### config.mk
export PLATFORM = sky130hd
export DESIGN_NAME = uart_receiver
export DESIGN_NICKNAME = d
export VERILOG_FILES = /design/src/rtl/uart_pkg.sv /design/src/rtl/uart_rx_sync.sv /design/src/rtl/uart_receiver.sv
export SDC_FILE = /design/constraint.sdc
export NUM_CORES = 1
export LEC_CHECK = 0
export CAP_MARGIN = 20
export CORE_UTILIZATION = 25
export CTS_CLUSTER_DIAMETER = 30
export CTS_CLUSTER_SIZE = 25
export DETAILED_ROUTE_END_ITERATION = 12
export GPL_TIMING_DRIVEN = 0
export RECOVER_POWER = 50
export SLEW_MARGIN = 30
export SYNTH_ARGS = -nofsm -noshare
export SYNTH_HDL_FRONTEND = slang
export SYNTH_SLANG_ARGS = --single-unit
export TNS_END_PERCENT = 1
### constraint.sdc
create_clock -name system_clk -period 2.75 [get_ports system_clk]
set_input_delay 0.55 -clock system_clk [delete_from_list [all_inputs] [get_ports system_clk]]
set_output_delay 0.55 -clock system_clk [all_outputs]
set_load 0.03 [all_outputs]
### src/rtl/uart_pkg.sv
// Shared UART constants and receiver state encoding, imported by the
// receiver top and its synchronizer.
package uart_pkg;

  localparam int OVERSAMPLE  = 16;
  localparam int MID_SAMPLE  = 7;
  localparam int LAST_SAMPLE = 15;
  localparam int DATA_BITS   = 8;

  localparam int SAMPLE_W = $clog2(OVERSAMPLE);
  localparam int BITPOS_W = $clog2(DATA_BITS);

  typedef enum logic [2:0] {
    RX_IDLE   = 3'd0,
    RX_START  = 3'd1,
    RX_DATA   = 3'd2,
    RX_PARITY = 3'd3,
    RX_STOP   = 3'd4,
    RX_BREAK  = 3'd5
  } rx_state_t;

endpackage

### src/rtl/uart_rx_sync.sv
// Metastability synchronizer for the asynchronous rx pin; all stages reset
// to the idle (high) line level so reset never looks like a start bit.
module uart_rx_sync #(
  parameter int SYNC_STAGES = 2
) (
  input  logic system_clk,
  input  logic reset,
  input  logic rx,
  output logic rx_s
);

  logic [SYNC_STAGES-1:0] sync_reg;

  always_ff @(posedge system_clk) begin
    if (!reset) begin
      sync_reg <= '1;
    end else begin
      sync_reg <= {sync_reg[SYNC_STAGES-2:0], rx};
    end
  end

  assign rx_s = sync_reg[SYNC_STAGES-1];

endmodule

### src/rtl/uart_receiver.sv
// 16x-oversampling UART receive stage with sticky ready/overrun status.
// Define UART_RX_PARITY_EN to receive 8E1 frames with parity checking (8N1 otherwise).
module uart_receiver #(
  parameter int SYNC_STAGES = 2
) (
  input  logic       system_clk,
  input  logic       reset,
  input  logic       rx_tick,
  input  logic       rx,
  input  logic       rdy_clr,
  output logic [7:0] dout,
  output logic       rdy,
  output logic       frame_err,
  output logic       overrun,
  output logic       parity_err,
  output logic       rx_busy
);

  import uart_pkg::*;

  logic                 rx_s;
  rx_state_t            state_reg, state_next;
  logic [SAMPLE_W-1:0]  sample_reg, sample_next;
  logic [BITPOS_W-1:0]  bitpos_reg, bitpos_next;
  logic [DATA_BITS-1:0] shreg_reg, shreg_next;
  logic [DATA_BITS-1:0] dout_reg, dout_next;
  logic                 rdy_reg, rdy_next;
  logic                 frame_err_reg, frame_err_next;
  logic                 overrun_reg, overrun_next;
  logic                 stop_done;
`ifdef UART_RX_PARITY_EN
  logic                 par_done;
  logic                 parity_err_reg, parity_err_next;
`endif

  uart_rx_sync #(
    .SYNC_STAGES(SYNC_STAGES)
  ) u_sync (
    .system_clk(system_clk),
    .reset     (reset),
    .rx        (rx),
    .rx_s      (rx_s)
  );

  always_ff @(posedge system_clk) begin
    if (!reset) begin
      state_reg     <= RX_IDLE;
      sample_reg    <= '0;
      bitpos_reg    <= '0;
      shreg_reg     <= '0;
      dout_reg      <= '0;
      rdy_reg       <= 1'b0;
      frame_err_reg <= 1'b0;
      overrun_reg   <= 1'b0;
`ifdef UART_RX_PARITY_EN
      parity_err_reg <= 1'b0;
`endif
    end else begin
      state_reg     <= state_next;
      sample_reg    <= sample_next;
      bitpos_reg    <= bitpos_next;
      shreg_reg     <= shreg_next;
      dout_reg      <= dout_next;
      rdy_reg       <= rdy_next;
      frame_err_reg <= frame_err_next;
      overrun_reg   <= overrun_next;
`ifdef UART_RX_PARITY_EN
      parity_err_reg <= parity_err_next;
`endif
    end
  end

  always_comb begin
    state_next  = state_reg;
    sample_next = sample_reg;
    bitpos_next = bitpos_reg;
    shreg_next  = shreg_reg;
    stop_done   = 1'b0;
`ifdef UART_RX_PARITY_EN
    par_done    = 1'b0;
`endif
    if (rx_tick) begin
      case (state_reg)
        RX_IDLE: begin
          if (!rx_s) begin
            state_next  = RX_START;
            sample_next = '0;
          end
        end
        RX_START: begin
          // A start bit that vanishes before mid-bit is treated as line noise.
          if (rx_s) begin
            state_next = RX_IDLE;
          end else if (sample_reg == SAMPLE_W'(MID_SAMPLE)) begin
            state_next  = RX_DATA;
            sample_next = '0;
            bitpos_next = '0;
          end else begin
            sample_next = sample_reg + 1'b1;
          end
        end
        RX_DATA: begin
          sample_next = sample_reg + 1'b1;
          if (sample_reg == SAMPLE_W'(LAST_SAMPLE)) begin
            shreg_next[bitpos_reg] = rx_s;
            if (bitpos_reg == BITPOS_W'(DATA_BITS - 1)) begin
`ifdef UART_RX_PARITY_EN
              state_next = RX_PARITY;
`else
              state_next = RX_STOP;
`endif
            end else begin
              bitpos_next = bitpos_reg + 1'b1;
            end
          end
        end
`ifdef UART_RX_PARITY_EN
        RX_PARITY: begin
          sample_next = sample_reg + 1'b1;
          if (sample_reg == SAMPLE_W'(LAST_SAMPLE)) begin
            par_done   = 1'b1;
            state_next = RX_STOP;
          end
        end
`endif
        RX_STOP: begin
          sample_next = sample_reg + 1'b1;
          if (sample_reg == SAMPLE_W'(LAST_SAMPLE)) begin
            stop_done  = 1'b1;
            state_next = rx_s ? RX_IDLE : RX_BREAK;
          end
        end
        RX_BREAK: begin
          if (rx_s) begin
            state_next = RX_IDLE;
          end
        end
        default: state_next = RX_IDLE;
      endcase
    end
  end

  // A byte completing in the same cycle as rdy_clr is a fresh byte, not an overrun.
  always_comb begin
    dout_next      = dout_reg;
    rdy_next       = rdy_reg;
    frame_err_next = frame_err_reg;
    overrun_next   = overrun_reg;
    if (rdy_clr) begin
      rdy_next     = 1'b0;
      overrun_next = 1'b0;
    end
    if (stop_done) begin
      dout_next      = shreg_reg;
      rdy_next       = 1'b1;
      frame_err_next = ~rx_s;
      if (rdy_reg && !rdy_clr) begin
        overrun_next = 1'b1;
      end
    end
  end

`ifdef UART_RX_PARITY_EN
  always_comb begin
    parity_err_next = parity_err_reg;
    if (par_done) begin
      parity_err_next = (^shreg_reg) ^ rx_s;
    end
  end
  assign parity_err = parity_err_reg;
`else
  assign parity_err = 1'b0;
`endif

  assign dout      = dout_reg;
  assign rdy       = rdy_reg;
  assign frame_err = frame_err_reg;
  assign overrun   = overrun_reg;
  assign rx_busy   = (state_reg != RX_IDLE);

endmodule

Figure 1. The metal 3 layer (run 1).
Scale bar: 20 um.
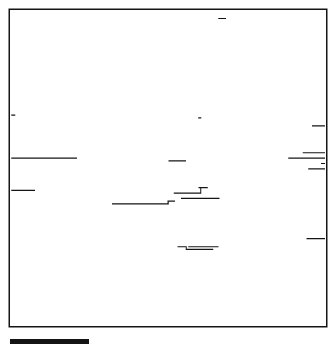
share of all routed wire: 3.5%
main direction: horizontal
longest straight run: 16.3 um
wire length after detailed routing: 3093 um
via count: 1220

Figure 2. Sequential cells coloured by netlist name (run 1).
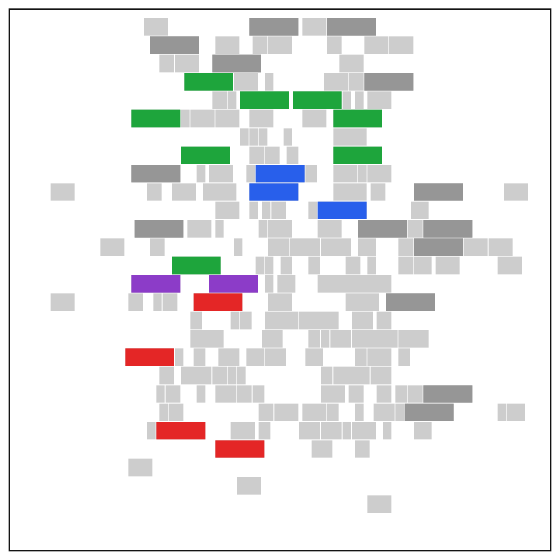
[blue] `bitpos_reg` | sequential cells: 3
[green] `shreg_reg` | sequential cells: 8
[purple] `u_sync.sync_reg` | sequential cells: 2
[red] `sample_reg` | sequential cells: 4
not coloured: 14

Figure 3. Routing congestion map (run 1).
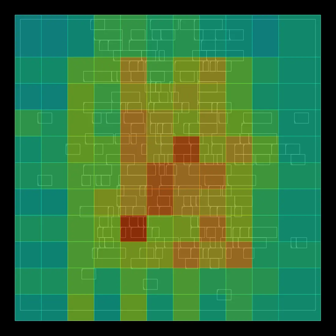
layer with the highest usage: met2
Final Util: 32.14%

==> changes_impl.md, run 1 <==
### Physical design

- Series of cell instances along the critical path: buf_2 -> or3_1 -> clkdlybuf4s50_1
- Final Max Slew Viols: 0
- Skew-Pair Late Insertion Delay: 0.28 ns
- Dominant register cell: sky130_fd_sc_hd__dfxtp_1
- Placeable core area: 5886 um2
- Clock transition at path regs: 0.07 ns
- Cells on worst reg2reg path: 6
- Final hold slack: around 0.42 ns
- Met2 routed wirelength: 1373 um
- Cell taking the most area after synthesis: sky130_fd_sc_hd__dfxtp_1
- Critical Path Sink: rx_busy
- Number of vias per cell after detailed routing: 4.674
- Residual overflow from global routing: 0
- Outcome: complete, no violations
- Setup repair after global routing missed its margin: no
- Largest type area fraction: 40.79%
- Master cell of the clock root buffer: sky130_fd_sc_hd__clkbuf_8
- Number of global-route vias before repair: 1110
- Register-to-register setup slack: roughly 0.76 ns
- Number of buffers between clock root and the deepest sink: 2
- Signal arrival time at the worst endpoint: approximately 1.8 ns
- Maximum VDD drop: 0.0002395 V
- Initial antenna violation count: 0
- Endpoint of the worst register-to-register path: dout[3]
- GP Congestion: 0.7730
- Net Count, Synth: 170
- Post-synthesis register bit count: 31
- Tightest Pin Transition: 0.6817 ns
- Share of the cycle needed by the critical path after routing: 84.76%
- # clock sinks: 31
- Startpoint of the lowest-slack register-to-register path: sample_reg[0]
- TritonCTS clock tree: yes
- Initial DRC Count: 92
- Antenna cell count: 0
- Filler cells: between 600 and 700
- Post-synth cell types: 45
- Highest metal layer with signal wires: met4
- Slowest library cell on the worst path: sky130_fd_sc_hd__clkdlybuf4s50_1
- Floorplan-stage core utilization: 25.85%
- Antenna Nets Post-Route: 0
- Final setup TNS: 0 ns
- Element type at the critical path end: output pin
- Top library cells by usage in the layout, fill and taps aside: sky130_fd_sc_hd__dfxtp_1, sky130_fd_sc_hd__nand2_1, sky130_fd_sc_hd__mux2i_1, sky130_fd_sc_hd__dlygate4sd3_1, sky130_fd_sc_hd__nor2b_1
- Biggest area cells: sky130_fd_sc_hd__dfxtp_1, sky130_fd_sc_hd__mux2i_1, sky130_fd_sc_hd__nand2_1
- Clock period minus final worst setup slack: between 2 and 2.5 ns
- Worst min path class: flip-flop to flip-flop
- Port bufs: 16
- Post-DR wirelength/cell: 11.85 um
- Sum of net half-perimeters after detailed placement: 2178 um
- Tool warnings: 26
- Met3 WL: 107 um
- Count of unresolved DRC violations after routing: 0
- Clock skew after layout: 0.003338 ns
- LEAKAGE: 0.8218 nW
- Cell area power density: 518.2 nW/um2
-- run 1: synthesized netlist by cell type, types with 2 or more instances --
cell                         n
sky130_fd_sc_hd__o22ai_1     2
sky130_fd_sc_hd__o221ai_1    2
sky130_fd_sc_hd__nor2_1      4
sky130_fd_sc_hd__nand3b_1    2
sky130_fd_sc_hd__and3_1      2
sky130_fd_sc_hd__nor2b_1    12
sky130_fd_sc_hd__clkbuf_1    4
sky130_fd_sc_hd__a2111oi_0   2
sky130_fd_sc_hd__buf_2       5
sky130_fd_sc_hd__dfxtp_1    31
sky130_fd_sc_hd__nor3b_1     2
sky130_fd_sc_hd__nand2b_1    6
sky130_fd_sc_hd__ha_1        3
sky130_fd_sc_hd__nand3_1     7
sky130_fd_sc_hd__a31oi_1     2
sky130_fd_sc_hd__mux2i_1    21
sky130_fd_sc_hd__nand2_1    27
-- run 1: critical path: cells and delay by family, from the launching register on --
family	cells	cell delay [ns]
and+or+nand+nor	1	0.38
buffers and inverters	2	0.79
DFF	1	0.34
-- run 1: routing by layer --
metal	GRT usage, %	vias to the layer above
met5	0	-
met4	5.000	0
met3	2.971	4
met2	16.15	23
met1	13.53	578
li1	-	615
-- run 1: through the flow --
stage	cells	utilization [%]	cell area, um2	setup slack (ns)
5_1_grt	261	32.14	1892	0.3677
4_1_cts	261	32.16	1893	0.4060
6_report	261	32.14	1892	0.4192
3_3_place_gp	253	30.17	1775	0.5071
2_1_floorplan	162	-	1521	1.206
3_5_place_dp	253	30.17	1775	0.4937
-- run 1: how the worst min path moves through the flow --
stage          slack [ns]  depth (start not counted)               start            endpoint
2_1_floorplan        0.39                          1  u_sync.sync_reg[0]  u_sync.sync_reg[1]
3_3_place_gp         0.39                          1  u_sync.sync_reg[0]  u_sync.sync_reg[1]
3_5_place_dp         0.41                          1  u_sync.sync_reg[0]  u_sync.sync_reg[1]
4_1_cts              0.43                          1  u_sync.sync_reg[0]  u_sync.sync_reg[1]
5_1_grt              0.43                          1  u_sync.sync_reg[0]  u_sync.sync_reg[1]
6_report             0.42                          1  u_sync.sync_reg[0]  u_sync.sync_reg[1]
-- run 1: power by group --
part | internal [W] | switching (W)
Clock | 0.000293 | 0.000166
Combinational | 0.0000279 | 0.0000374
Sequential | 0.000452 | 0.00000385
-- run 1: cells by family after synthesis --
logic type	Yosys count	share of synthesized area (%)
DFF	31	40.79
adders and majority gates	3	2.467
other	1	0.2465
AOI/OAI and AO/OA	20	10.61
buffers and inverters	11	3.618
and+or+nand+nor	74	27.88
xor gates and xnor gates	1	0.5758
muxes	21	13.82
-- run 1: cell type report --
cell class | count | area (um2) | share of cell area [%]
buffer | 11 | 53.80 | 2.844
clock buffer | 6 | 82.58 | 4.365
clock inverter | 2 | 35.03 | 1.852
multi-input combinational | 120 | 845.8 | 44.71
sequential | 31 | 620.6 | 32.80
tap | 75 | 93.84 | 4.960
timing repair buffer | 16 | 160.2 | 8.466
==> run 2: changes to the inputs <==
==> constraint.sdc (replaced) <==
create_clock -name system_clk -period 2.33 [get_ports system_clk]
set_input_delay 0.466 -clock system_clk [delete_from_list [all_inputs] [get_ports system_clk]]
set_output_delay 0.466 -clock system_clk [all_outputs]
set_load 0.03 [all_outputs]
Figure 4. Metal 2 (run 2).
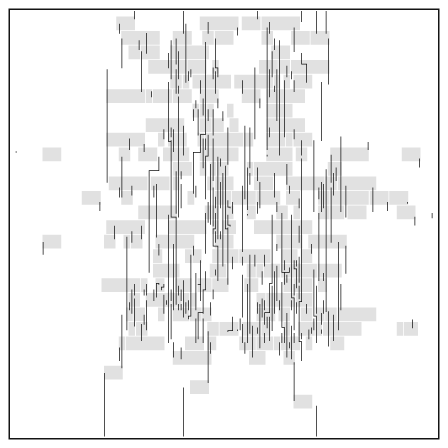
nets with wire on the layer: 161
main direction: vertical
share of all routed wire: 44%

==> run 2 against run 1 <==
  * Clock skew is the same
  * Die size is the same
  * Cell count is the same
  * Sequential share of layout area is the same
  * Global-route usage is the same
  * Count of clock-buffer cells in the layout is the same
==> changes_impl.md, run 2 <==
### Physical design

- Series of cell instances along the critical path: buf_2 -> or3_1 -> clkdlybuf4s50_1 (unchanged)
- Master cell of the clock root buffer: sky130_fd_sc_hd__clkbuf_8 (unchanged)
- Maximum VDD drop: 0.0002827 V (was 0.0002395 V)
- Tool warnings: 26 (unchanged)
- Post-DR wirelength/cell: 11.85 um (unchanged)
- Worst Slack Setup Final: 0.08324 ns (was 0.4192 ns)
- Number of buffers between clock root and the deepest sink: 2 (unchanged)
- Outcome: complete, no violations (unchanged)
- Setup repair after global routing missed its margin: no (unchanged)
- Kind of cell adding the most delay to the critical path: buffers and inverters (unchanged)
- Cell area power density: 611.6 nW/um2 (was 518.2 nW/um2)
- Switching power total: 0.0002444 W (was 0.0002071 W)
- Count of unresolved DRC violations after routing: 0 (unchanged)
- Initial DRC Count: 92 (unchanged)
- Clock skew after layout: 0.003338 ns (unchanged)
- Fraction of power spent switching nets: 21.12% (about the same)
- Biggest area cells: sky130_fd_sc_hd__dfxtp_1, sky130_fd_sc_hd__mux2i_1, sky130_fd_sc_hd__nand2_1 (unchanged)
- Post-Place Setup Slack: 0.1577 ns (was 0.4937 ns)
- Wire length after detailed routing: 3093 um (unchanged)
- Leading post-synthesis cells by instance count: sky130_fd_sc_hd__dfxtp_1, sky130_fd_sc_hd__nand2_1, sky130_fd_sc_hd__mux2i_1 (unchanged)
- Signal arrival time at the worst endpoint: 1.78 ns (about the same)
- Part of the power in registers: 46.5% (about the same)
- Post-synthesis register bit count: 31 (unchanged)
- Via count: 1220 (unchanged)
- Number of vias per cell after detailed routing: 4.674 (unchanged)
- GP Congestion: 0.7730 (unchanged)
- Dominant cell by count in the synthesized netlist: sky130_fd_sc_hd__dfxtp_1 (unchanged)
- Tightest Pin Transition: 0.6817 ns (unchanged)
- TritonCTS clock tree: yes (unchanged)
- Residual overflow from global routing: 0 (unchanged)
- Number of global-route vias before repair: 1110 (unchanged)
- Post-synth cell types: 45 (unchanged)
- Fraction of power consumed by the clock network: 46.8% (about the same)
- Buffers & Inverters on Critical Path: 2 (unchanged)
- Worst min path class: flip-flop to flip-flop (unchanged)
Figure 5. Sequential cells coloured by netlist name (run 2).
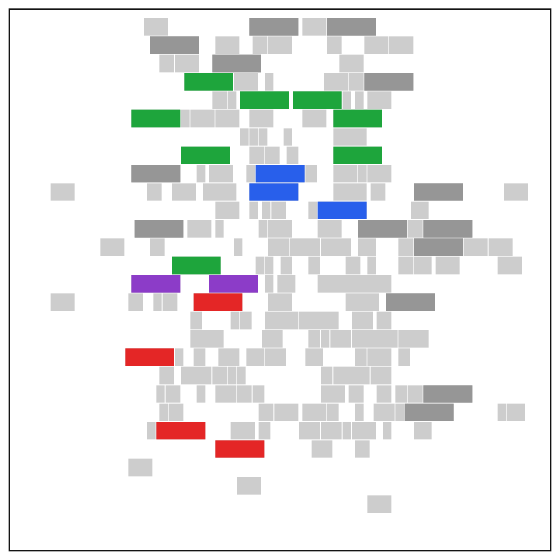
[purple] `u_sync.sync_reg` | sequential cells: 2
[blue] `bitpos_reg` | sequential cells: 3
[red] `sample_reg` | sequential cells: 4
[green] `shreg_reg` | sequential cells: 8
register share of the cell area: 32.80%
sequential cell power: 0.000538 W
area taken by flip-flops and latches: 620.6 um2

run 2: stage by stage:
step | instances | cell area [um2]
floorplan | 162 | 1521
global placement | 253 | 1775
detailed placement | 253 | 1775
CTS | 261 | 1893
global route | 261 | 1892
finish | 261 | 1892
run 2: worst paths after layout:
check	from	end	slack [ns]	cells after the start
worst max-delay path	state_reg[1]	rx_busy	0.08	3
worst min-delay path	u_sync.sync_reg[0]	u_sync.sync_reg[1]	0.42	1
worst max register to register	sample_reg[0]	dout[3]	0.34	6
worst min register to register	u_sync.sync_reg[0]	u_sync.sync_reg[1]	0.42	1
run 2: power by group through the flow:
stage          registers [W]  logic (W)  clock network [W]
2_1_floorplan       0.000549  0.0000541                  0
3_3_place_gp        0.000550  0.0000785                  0
3_5_place_dp        0.000550  0.0000785                  0
4_1_cts             0.000538  0.0000790           0.000560
5_1_grt             0.000538  0.0000855           0.000583
6_report            0.000538  0.0000770           0.000541
run 2: kinds of logic (layout without fill, tap and decap cells):
| family | Yosys count | after routing | synth area share (%) |
|---|---|---|---|
| and+or+nand+nor | 74 | 74 | 27.88 |
| DFF | 31 | 31 | 40.79 |
| muxes | 21 | 21 | 13.82 |
| AOI/OAI and AO/OA | 20 | 20 | 10.61 |
| buffers and inverters | 11 | 35 | 3.618 |
| adders and majority gates | 3 | 3 | 2.467 |
| other | 1 | 1 | 0.2465 |
| xor gates and xnor gates | 1 | 1 | 0.5758 |
run 2: cell type report:
type,instances,area (um2)
Clock inverter,2,35.03
Tap cell,75,93.84
Clock buffer,6,82.58
Timing Repair Buffer,16,160.2
Sequential cell,31,620.6
Fill cell,616,3994
Buffer,11,53.80
Multi-Input combinational cell,120,845.8
run 2: routing by layer:
metal	GRT usage (%)	wire, um
met1	13.53	1549
met2	16.15	1373
met3	2.971	107
met4	5.000	63
met5	0	0
Power figures rest on the tool's default switching activity, not on a simulated workload.
